Run 1, placement view:
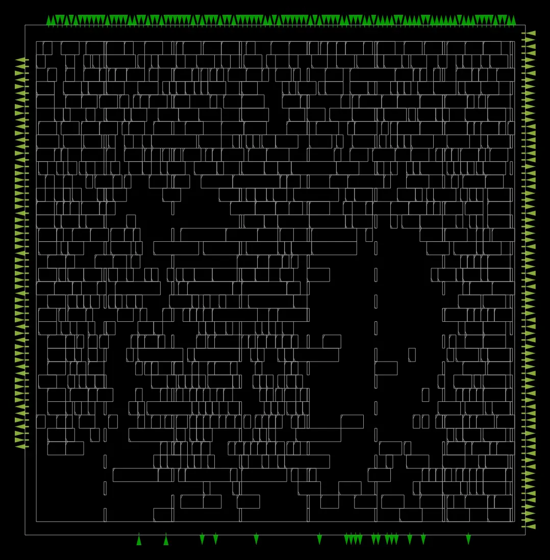
Run 1, cells by drive strength:
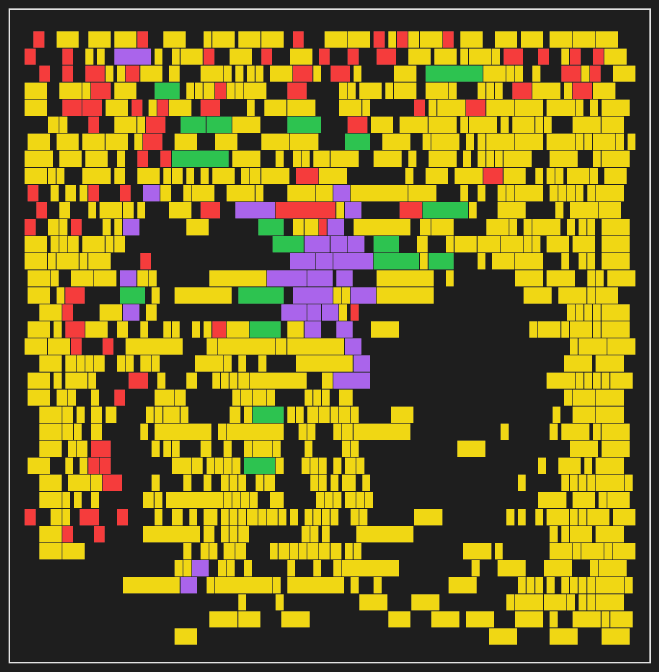
Run 1, routed metal per tile:
The die is cut into 20 by 21 equal tiles; dark blue is low, red is high, scaled to the fullest tile. Values are wire area over tile area, all layers added.
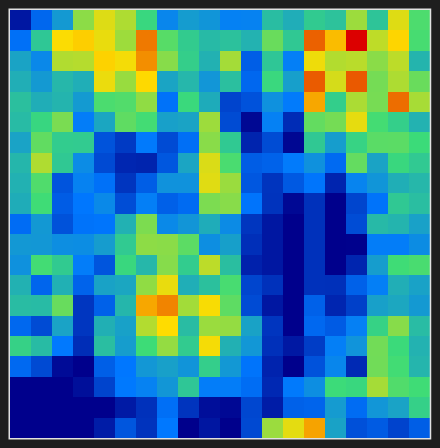
Run 1, sequential cells grouped by signal name:
Bar = 20 microns.
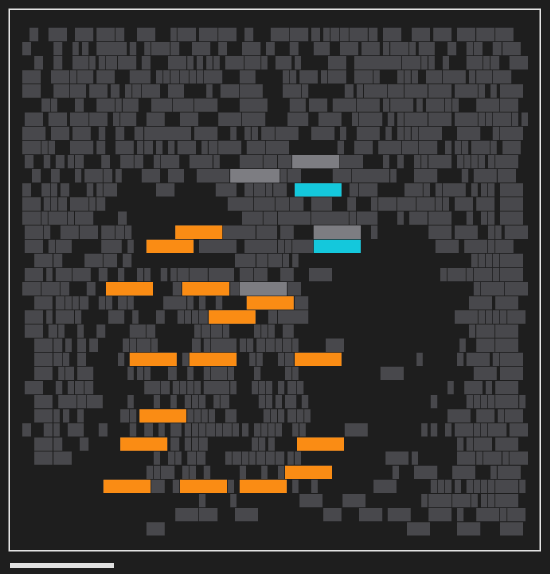
File: src/rtl/mem_arb_pkg.sv
// Shared types and widths for the two-port memory arbiter.
package mem_arb_pkg;
    localparam int unsigned ADDR_W    = 16;
    localparam int unsigned DATA_W    = 32;
    localparam int unsigned DEF_DEPTH = 1024;
    localparam logic [DATA_W-1:0] DEF_FILL = 32'h0000_0000;

    typedef enum logic {INIT, RUN} state_e;

    typedef struct packed {
        logic              we;
        logic [ADDR_W-1:0] addr;
        logic [DATA_W-1:0] wdata;
    } mem_cmd_t;

    // Registered bookkeeping for the response issued one cycle after a grant.
    typedef struct packed {
        logic [1:0] own;
        logic       rd;
        logic       err;
    } rsp_tag_t;
endpackage

File: src/rtl/mem_arbiter_if.sv
// Requester, response, control and memory-port signals of mem_arbiter.
interface mem_arbiter_if;
    import mem_arb_pkg::*;

    logic              req0_valid_i, req1_valid_i;
    logic              req0_ready_o, req1_ready_o;
    logic              req0_we_i,    req1_we_i;
    logic [ADDR_W-1:0] req0_addr_i,  req1_addr_i;
    logic [DATA_W-1:0] req0_wdata_i, req1_wdata_i;
    logic              rsp0_valid_o, rsp1_valid_o;
    logic [DATA_W-1:0] rsp0_rdata_o, rsp1_rdata_o;
    logic              rsp0_err_o,   rsp1_err_o;
    logic              clear_i;
    logic              init_done_o;
    logic              mem_we_o;
    logic [ADDR_W-1:0] mem_addr_o;
    logic [DATA_W-1:0] mem_wdata_o;
    logic              mem_srst_o;
    logic [DATA_W-1:0] mem_rdata_i;

    modport slave (
        input  req0_valid_i, req1_valid_i, req0_we_i, req1_we_i,
        input  req0_addr_i, req1_addr_i, req0_wdata_i, req1_wdata_i,
        input  clear_i, mem_rdata_i,
        output req0_ready_o, req1_ready_o,
        output rsp0_valid_o, rsp1_valid_o, rsp0_rdata_o, rsp1_rdata_o,
        output rsp0_err_o, rsp1_err_o, init_done_o,
        output mem_we_o, mem_addr_o, mem_wdata_o, mem_srst_o
    );

    modport master (
        output req0_valid_i, req1_valid_i, req0_we_i, req1_we_i,
        output req0_addr_i, req1_addr_i, req0_wdata_i, req1_wdata_i,
        output clear_i, mem_rdata_i,
        input  req0_ready_o, req1_ready_o,
        input  rsp0_valid_o, rsp1_valid_o, rsp0_rdata_o, rsp1_rdata_o,
        input  rsp0_err_o, rsp1_err_o, init_done_o,
        input  mem_we_o, mem_addr_o, mem_wdata_o, mem_srst_o
    );
endinterface

File: src/rtl/rr_arb2.sv
// Two-way round-robin arbiter; pointer holds the last granted requester.
module rr_arb2 (
    input  logic       clk_i,
    input  logic       arst_ni,
    input  logic       en_i,
    input  logic [1:0] valid_i,
    output logic [1:0] grant_c_o
);
    logic ptr_q, ptr_d;
    logic [1:0] gnt;

    // On contention the requester that did not win last time is chosen.
    always_comb begin
        gnt   = 2'b00;
        ptr_d = ptr_q;
        if (en_i) begin
            if (valid_i == 2'b11) begin
                gnt = ptr_q ? 2'b01 : 2'b10;
            end else begin
                gnt = valid_i;
            end
            if (gnt != 2'b00) begin
                ptr_d = gnt[1];
            end
        end
    end

    assign grant_c_o = gnt;

    always_ff @(posedge clk_i or negedge arst_ni) begin
        if (!arst_ni) begin
            ptr_q <= 1'b1;
        end else begin
            ptr_q <= ptr_d;
        end
    end
endmodule

File: src/rtl/mem_arbiter.sv
// Memory initialiser plus two-requester round-robin access arbiter.
module mem_arbiter
    import mem_arb_pkg::*;
#(
    parameter int unsigned       DEPTH      = DEF_DEPTH,
    parameter logic [DATA_W-1:0] FILL_VALUE = DEF_FILL
) (
    input  logic          clk_i,
    input  logic          arst_ni,
    mem_arbiter_if.slave  bus
);
    state_e            state_q, state_d;
    logic [ADDR_W-1:0] cnt_q, cnt_d;
    rsp_tag_t          tag_q, tag_d;
    logic [1:0]        valid, grant;
    logic              arb_en;
    mem_cmd_t          sel;
    logic              sel_oor;

    assign arb_en = (state_q == RUN) && !bus.clear_i;
    assign valid  = {bus.req1_valid_i, bus.req0_valid_i};

    rr_arb2 u_rr (
        .clk_i     (clk_i),
        .arst_ni   (arst_ni),
        .en_i      (arb_en),
        .valid_i   (valid),
        .grant_c_o (grant)
    );

    assign bus.req0_ready_o = grant[0];
    assign bus.req1_ready_o = grant[1];

    assign sel = grant[1] ? {bus.req1_we_i, bus.req1_addr_i, bus.req1_wdata_i}
                          : {bus.req0_we_i, bus.req0_addr_i, bus.req0_wdata_i};
    assign sel_oor = 32'(sel.addr) >= 32'(DEPTH);

    // Next state, fill counter, response tag and memory command.
    always_comb begin
        state_d         = state_q;
        cnt_d           = cnt_q;
        tag_d           = '0;
        bus.mem_we_o    = 1'b0;
        bus.mem_addr_o  = '0;
        bus.mem_wdata_o = '0;
        bus.mem_srst_o  = 1'b1;
        case (state_q)
            INIT: begin
                // Gated by reset so the port is quiet while arst_ni is held low.
                if (arst_ni) begin
                    bus.mem_we_o    = 1'b1;
                    bus.mem_addr_o  = cnt_q;
                    bus.mem_wdata_o = FILL_VALUE;
                end
                cnt_d = cnt_q + ADDR_W'(1);
                if (cnt_q == ADDR_W'(DEPTH - 1)) begin
                    state_d = RUN;
                    cnt_d   = '0;
                end
            end
            RUN: begin
                if (bus.clear_i) begin
                    state_d = INIT;
                    cnt_d   = '0;
                end else if (grant != 2'b00) begin
                    tag_d.own = grant;
                    tag_d.rd  = !sel.we;
                    tag_d.err = sel_oor;
                    if (!sel_oor) begin
                        bus.mem_we_o    = sel.we;
                        bus.mem_addr_o  = sel.addr;
                        bus.mem_wdata_o = sel.wdata;
                        bus.mem_srst_o  = 1'b0;
                    end
                end
            end
            default: state_d = INIT;
        endcase
    end

    always_ff @(posedge clk_i or negedge arst_ni) begin
        if (!arst_ni) begin
            state_q <= INIT;
            cnt_q   <= '0;
            tag_q   <= '0;
        end else begin
            state_q <= state_d;
            cnt_q   <= cnt_d;
            tag_q   <= tag_d;
        end
    end

    assign bus.init_done_o  = (state_q == RUN);
    assign bus.rsp0_valid_o = tag_q.own[0];
    assign bus.rsp1_valid_o = tag_q.own[1];
    assign bus.rsp0_err_o   = tag_q.own[0] && tag_q.err;
    assign bus.rsp1_err_o   = tag_q.own[1] && tag_q.err;
    assign bus.rsp0_rdata_o = (tag_q.own[0] && tag_q.rd && !tag_q.err) ? bus.mem_rdata_i : '0;
    assign bus.rsp1_rdata_o = (tag_q.own[1] && tag_q.rd && !tag_q.err) ? bus.mem_rdata_i : '0;
endmodule

File: src/flat_wrapper.sv
// flat-port wrapper written by rule: the top's interface ports become plain ports
module mem_arbiter_flat import mem_arb_pkg::*;
#(
    parameter int unsigned       DEPTH      = DEF_DEPTH,
    parameter logic [DATA_W-1:0] FILL_VALUE = DEF_FILL
)
  (clk_i, arst_ni, bus_req0_valid_i, bus_req1_valid_i, bus_req0_we_i, bus_req1_we_i, bus_req0_addr_i, bus_req1_addr_i, bus_req0_wdata_i, bus_req1_wdata_i, bus_clear_i, bus_mem_rdata_i, bus_req0_ready_o, bus_req1_ready_o, bus_rsp0_valid_o, bus_rsp1_valid_o, bus_rsp0_rdata_o, bus_rsp1_rdata_o, bus_rsp0_err_o, bus_rsp1_err_o, bus_init_done_o, bus_mem_we_o, bus_mem_addr_o, bus_mem_wdata_o, bus_mem_srst_o);
  mem_arbiter_if bus_i ();
  input  logic clk_i;
  input  logic arst_ni;
  input wire logic [$bits(bus_i.req0_valid_i)-1:0] bus_req0_valid_i;
  input wire logic [$bits(bus_i.req1_valid_i)-1:0] bus_req1_valid_i;
  input wire logic [$bits(bus_i.req0_we_i)-1:0] bus_req0_we_i;
  input wire logic [$bits(bus_i.req1_we_i)-1:0] bus_req1_we_i;
  input wire logic [$bits(bus_i.req0_addr_i)-1:0] bus_req0_addr_i;
  input wire logic [$bits(bus_i.req1_addr_i)-1:0] bus_req1_addr_i;
  input wire logic [$bits(bus_i.req0_wdata_i)-1:0] bus_req0_wdata_i;
  input wire logic [$bits(bus_i.req1_wdata_i)-1:0] bus_req1_wdata_i;
  input wire logic [$bits(bus_i.clear_i)-1:0] bus_clear_i;
  input wire logic [$bits(bus_i.mem_rdata_i)-1:0] bus_mem_rdata_i;
  output wire logic [$bits(bus_i.req0_ready_o)-1:0] bus_req0_ready_o;
  output wire logic [$bits(bus_i.req1_ready_o)-1:0] bus_req1_ready_o;
  output wire logic [$bits(bus_i.rsp0_valid_o)-1:0] bus_rsp0_valid_o;
  output wire logic [$bits(bus_i.rsp1_valid_o)-1:0] bus_rsp1_valid_o;
  output wire logic [$bits(bus_i.rsp0_rdata_o)-1:0] bus_rsp0_rdata_o;
  output wire logic [$bits(bus_i.rsp1_rdata_o)-1:0] bus_rsp1_rdata_o;
  output wire logic [$bits(bus_i.rsp0_err_o)-1:0] bus_rsp0_err_o;
  output wire logic [$bits(bus_i.rsp1_err_o)-1:0] bus_rsp1_err_o;
  output wire logic [$bits(bus_i.init_done_o)-1:0] bus_init_done_o;
  output wire logic [$bits(bus_i.mem_we_o)-1:0] bus_mem_we_o;
  output wire logic [$bits(bus_i.mem_addr_o)-1:0] bus_mem_addr_o;
  output wire logic [$bits(bus_i.mem_wdata_o)-1:0] bus_mem_wdata_o;
  output wire logic [$bits(bus_i.mem_srst_o)-1:0] bus_mem_srst_o;
  assign bus_i.req0_valid_i = bus_req0_valid_i;
  assign bus_i.req1_valid_i = bus_req1_valid_i;
  assign bus_i.req0_we_i = bus_req0_we_i;
  assign bus_i.req1_we_i = bus_req1_we_i;
  assign bus_i.req0_addr_i = bus_req0_addr_i;
  assign bus_i.req1_addr_i = bus_req1_addr_i;
  assign bus_i.req0_wdata_i = bus_req0_wdata_i;
  assign bus_i.req1_wdata_i = bus_req1_wdata_i;
  assign bus_i.clear_i = bus_clear_i;
  assign bus_i.mem_rdata_i = bus_mem_rdata_i;
  assign bus_req0_ready_o = bus_i.req0_ready_o;
  assign bus_req1_ready_o = bus_i.req1_ready_o;
  assign bus_rsp0_valid_o = bus_i.rsp0_valid_o;
  assign bus_rsp1_valid_o = bus_i.rsp1_valid_o;
  assign bus_rsp0_rdata_o = bus_i.rsp0_rdata_o;
  assign bus_rsp1_rdata_o = bus_i.rsp1_rdata_o;
  assign bus_rsp0_err_o = bus_i.rsp0_err_o;
  assign bus_rsp1_err_o = bus_i.rsp1_err_o;
  assign bus_init_done_o = bus_i.init_done_o;
  assign bus_mem_we_o = bus_i.mem_we_o;
  assign bus_mem_addr_o = bus_i.mem_addr_o;
  assign bus_mem_wdata_o = bus_i.mem_wdata_o;
  assign bus_mem_srst_o = bus_i.mem_srst_o;
  mem_arbiter #(.DEPTH(DEPTH), .FILL_VALUE(FILL_VALUE)) u_core (.clk_i(clk_i), .arst_ni(arst_ni), .bus(bus_i));
endmodule
File: config.mk
export PLATFORM = sky130hd
export DESIGN_NAME = mem_arbiter_flat
export DESIGN_NICKNAME = d
export VERILOG_FILES = /design/src/rtl/mem_arb_pkg.sv /design/src/rtl/mem_arbiter_if.sv /design/src/rtl/rr_arb2.sv /design/src/rtl/mem_arbiter.sv /design/src/flat_wrapper.sv
export SDC_FILE = /design/constraint.sdc
export NUM_CORES = 1
export LEC_CHECK = 0
export ABC_AREA = 1
export CAP_MARGIN = 5
export CORE_AREA = 2 2 100 102
export DETAILED_ROUTE_END_ITERATION = 16
export DIE_AREA = 0 0 102 104
export PLACE_DENSITY = 0.74
export SKIP_CTS_REPAIR_TIMING = 1
export SLEW_MARGIN = 20
export SYNTH_ARGS = -nofsm -noshare
export SYNTH_HDL_FRONTEND = slang
export SYNTH_SLANG_ARGS = --single-unit
export TNS_END_PERCENT = 5
File: constraint.sdc
create_clock -name clk_i -period 2.1 [get_ports clk_i]
set_input_delay 0.42 -clock clk_i [delete_from_list [all_inputs] [get_ports clk_i]]
set_output_delay 0.42 -clock clk_i [all_outputs]
set_load 0.01 [all_outputs]
==> run notes, run 1 <==
yosys + openroad results -> YS chip area roughly 2500 sq um, layout cell share with drive strength beyond 1 16.5%, synthesized area per cell roughly 5.3 sq um, core area 9550 sq um, largest net degree at the start of global routing 36, IO buf count approximately 260, yosys cell count 469, met3 WL around 1300 microns, Rel. slew slack between 70% and 80%, sw frac a little under two fifths, Buf/Inv on CP 4, failing checks negative setup slack, DPL Wire Length between 9000 and 10,000 microns, dominant kind of cell buffers, Log Warnings 27, status finished, violations left, fin worst setup slack -0.161 ns, Final Hold Vio Count 0, Adders+Majority by Area less than 1%, drt first-iter violations 165, Power, Total 1830 uW, Power Internal 1130 uW, die area approximately 11,000 sq um, # setup viols final roughly 46, Longest Clk Path Bufs 2, FP Util ~26%, CP startpoint u_core.bus.init_done_o$_DFF_PN0_, max-cap viol count 0, Seq power about 670 uW, CLK BUF 4, WS Path Type reg2out, crit path capture type primary output, routability cong. just over 0.9, fin crit period roughly 2.3 ns, critical path's largest stage delay about 0.54 ns, TritonCTS Sinks 22, RSZ-0062 raised after global routing true
Back to the opening pictures, 'placement view':
tap cells: 133
Util after Layout: 59.5%
Finished Layout Cells: 873
flop share of the area: 9.71%

Back to the opening pictures, 'cells by drive strength':
Key: drive 1 or less = yellow [cells 618, share 84%]; drive 6 and up = green [cells 18, share 2.4%]; drive 3 to 4 = purple [cells 30, share 4.1%]; drive 2 = red [cells 74, share 10%]
fin worst setup slack: -0.161 ns
Non-Clock Buffer Count: 287
Post-Layout Inst Area: 5690 sq um

Back to the opening pictures, 'routed metal per tile':
The emptiest ninth of the die: south-west. The mean over all tiles is 0.20. The densest ninth of the die: north-east. The fullest tile reaches 0.57. 25% of the tiles are over half the peak.
Routed WL: 12,500 microns
Vias: 3,968
total track usage: 20.3%
WL/cell: 14.4 microns

Back to the opening pictures, 'sequential cells grouped by signal name':
Key: u_core.cnt_q = orange [sequential cells 16]; u_core.tag_q = cyan [sequential cells 2]
Another 4 sequential cells are not colored.

==> inputs of run 2 (changes only) <==
--- a/config.mk
+++ b/config.mk
@@ -10,7 +10,7 @@
 export CORE_AREA = 2 2 100 102
 export DETAILED_ROUTE_END_ITERATION = 16
 export DIE_AREA = 0 0 102 104
-export PLACE_DENSITY = 0.74
+export DONT_BUFFER_PORTS = 1
 export SKIP_CTS_REPAIR_TIMING = 1
 export SLEW_MARGIN = 20
 export SYNTH_ARGS = -nofsm -noshare
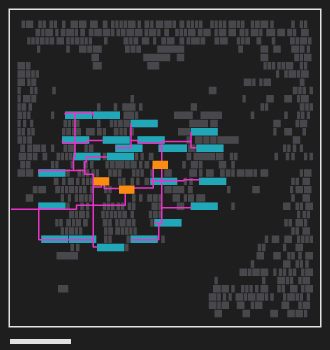
Run 2: clock wires, drivers and flops
Bar = 20 microns.
Key: flip-flops = cyan [count 22]; clock wires = magenta [length 326 microns]; cells driving clock nets = orange [count 3]
There are 4 routed clock nets.

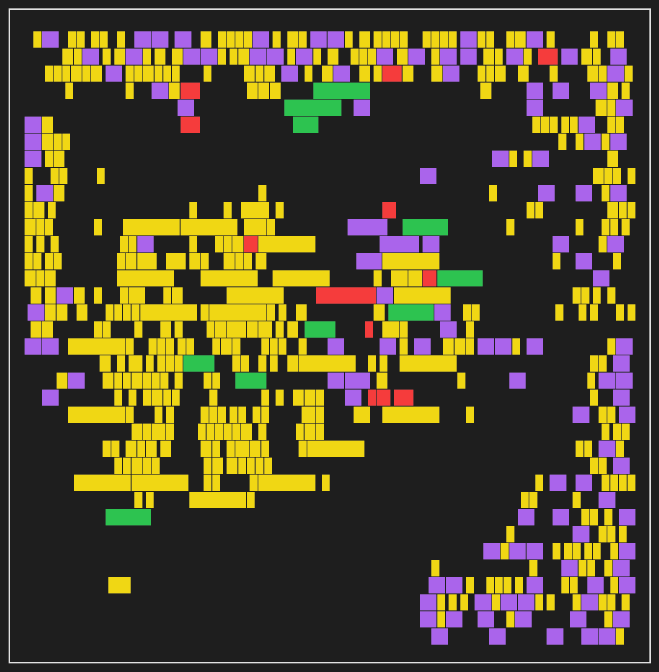
Run 2: cells by drive strength
Key: drive 2 = red [cells 12, share 2.1%]; drive 1 or less = yellow [cells 434, share 75%]; drive 3 to 4 = purple [cells 120, share 21%]; drive 6 and up = green [cells 10, share 1.7%]
Area Overhead vs Synth: 47.4%
Post-Layout Inst Area: 3630 sq um
fin worst setup slack: -0.0542 ns
Non-Clock Buffer Count: 124

==> run notes, run 2 <==
yosys + openroad results -> Buf/Inv on CP 3 (-1), IO buf count 0 (-100%), Final Hold Vio Count 0 (unchanged), fin crit period 2.15 ns (-0.107 ns), drt first-iter violations 226 (+37%), most numerous cell on the critical path nand2_2, met1 Track Usage GR about a fifth, status finished, violations left, Stages on worst setup path 8, critical path's largest stage delay 0.56 ns (+0.02 ns), die area 10,600 sq um (unchanged), layout cell share with drive strength beyond 1 24.7% (+8.2 points), Finished Layout Cells 709 (-19%), yosys cell count 469 (unchanged), Worst R2R Path Depth 7, tap cells 133 (unchanged), failing checks negative setup slack, TritonCTS Sinks 22 (unchanged), placed insts around 700, largest net degree at the start of global routing 55 (+53%), core area 9550 sq um (unchanged), Seq power 675 uW (about the same), CLK BUF 4 (unchanged), Util after Layout 38.0% (-22 points), Rel. slew slack 60.2% (-19 points), RSZ-0062 raised after global routing true, Adders+Majority by Area 0.508% (unchanged), WL/cell 16.0 microns (+12%), CP startpoint u_core.u_rr.ptr_q$_DFFE_PN1P_, total track usage 18.4% (-2.0 points), # setup viols final 41 (-11%), flop share of the area 15.2% (+5.5 points), YS chip area 2460 sq um (unchanged), DRT antenna net count 0, Vias 3,438 (-13%), crit-path leading delay family flip-flops, FF/Latch Area about 550 sq um, WHS Endpoint u_core.bus.rsp0_valid_o$_DFF_PN0_, Power Internal 899 uW (-21%), DPL Wire Length 8870 microns (-9.0%), Power, Total 1560 uW (-15%), crit path capture type primary output, ANT cells 0, fin worst setup slack -0.0542 ns (+0.107 ns), dominant kind of cell logic gates, Longest Clk Path Bufs 2 (unchanged), routability cong. 0.894 (-4.4%), synthesized area per cell 5.25 sq um (unchanged), FP Util 25.8% (unchanged), WS Path Type reg2out
Power figures rest on the tool's default switching activity, not on a simulated workload.
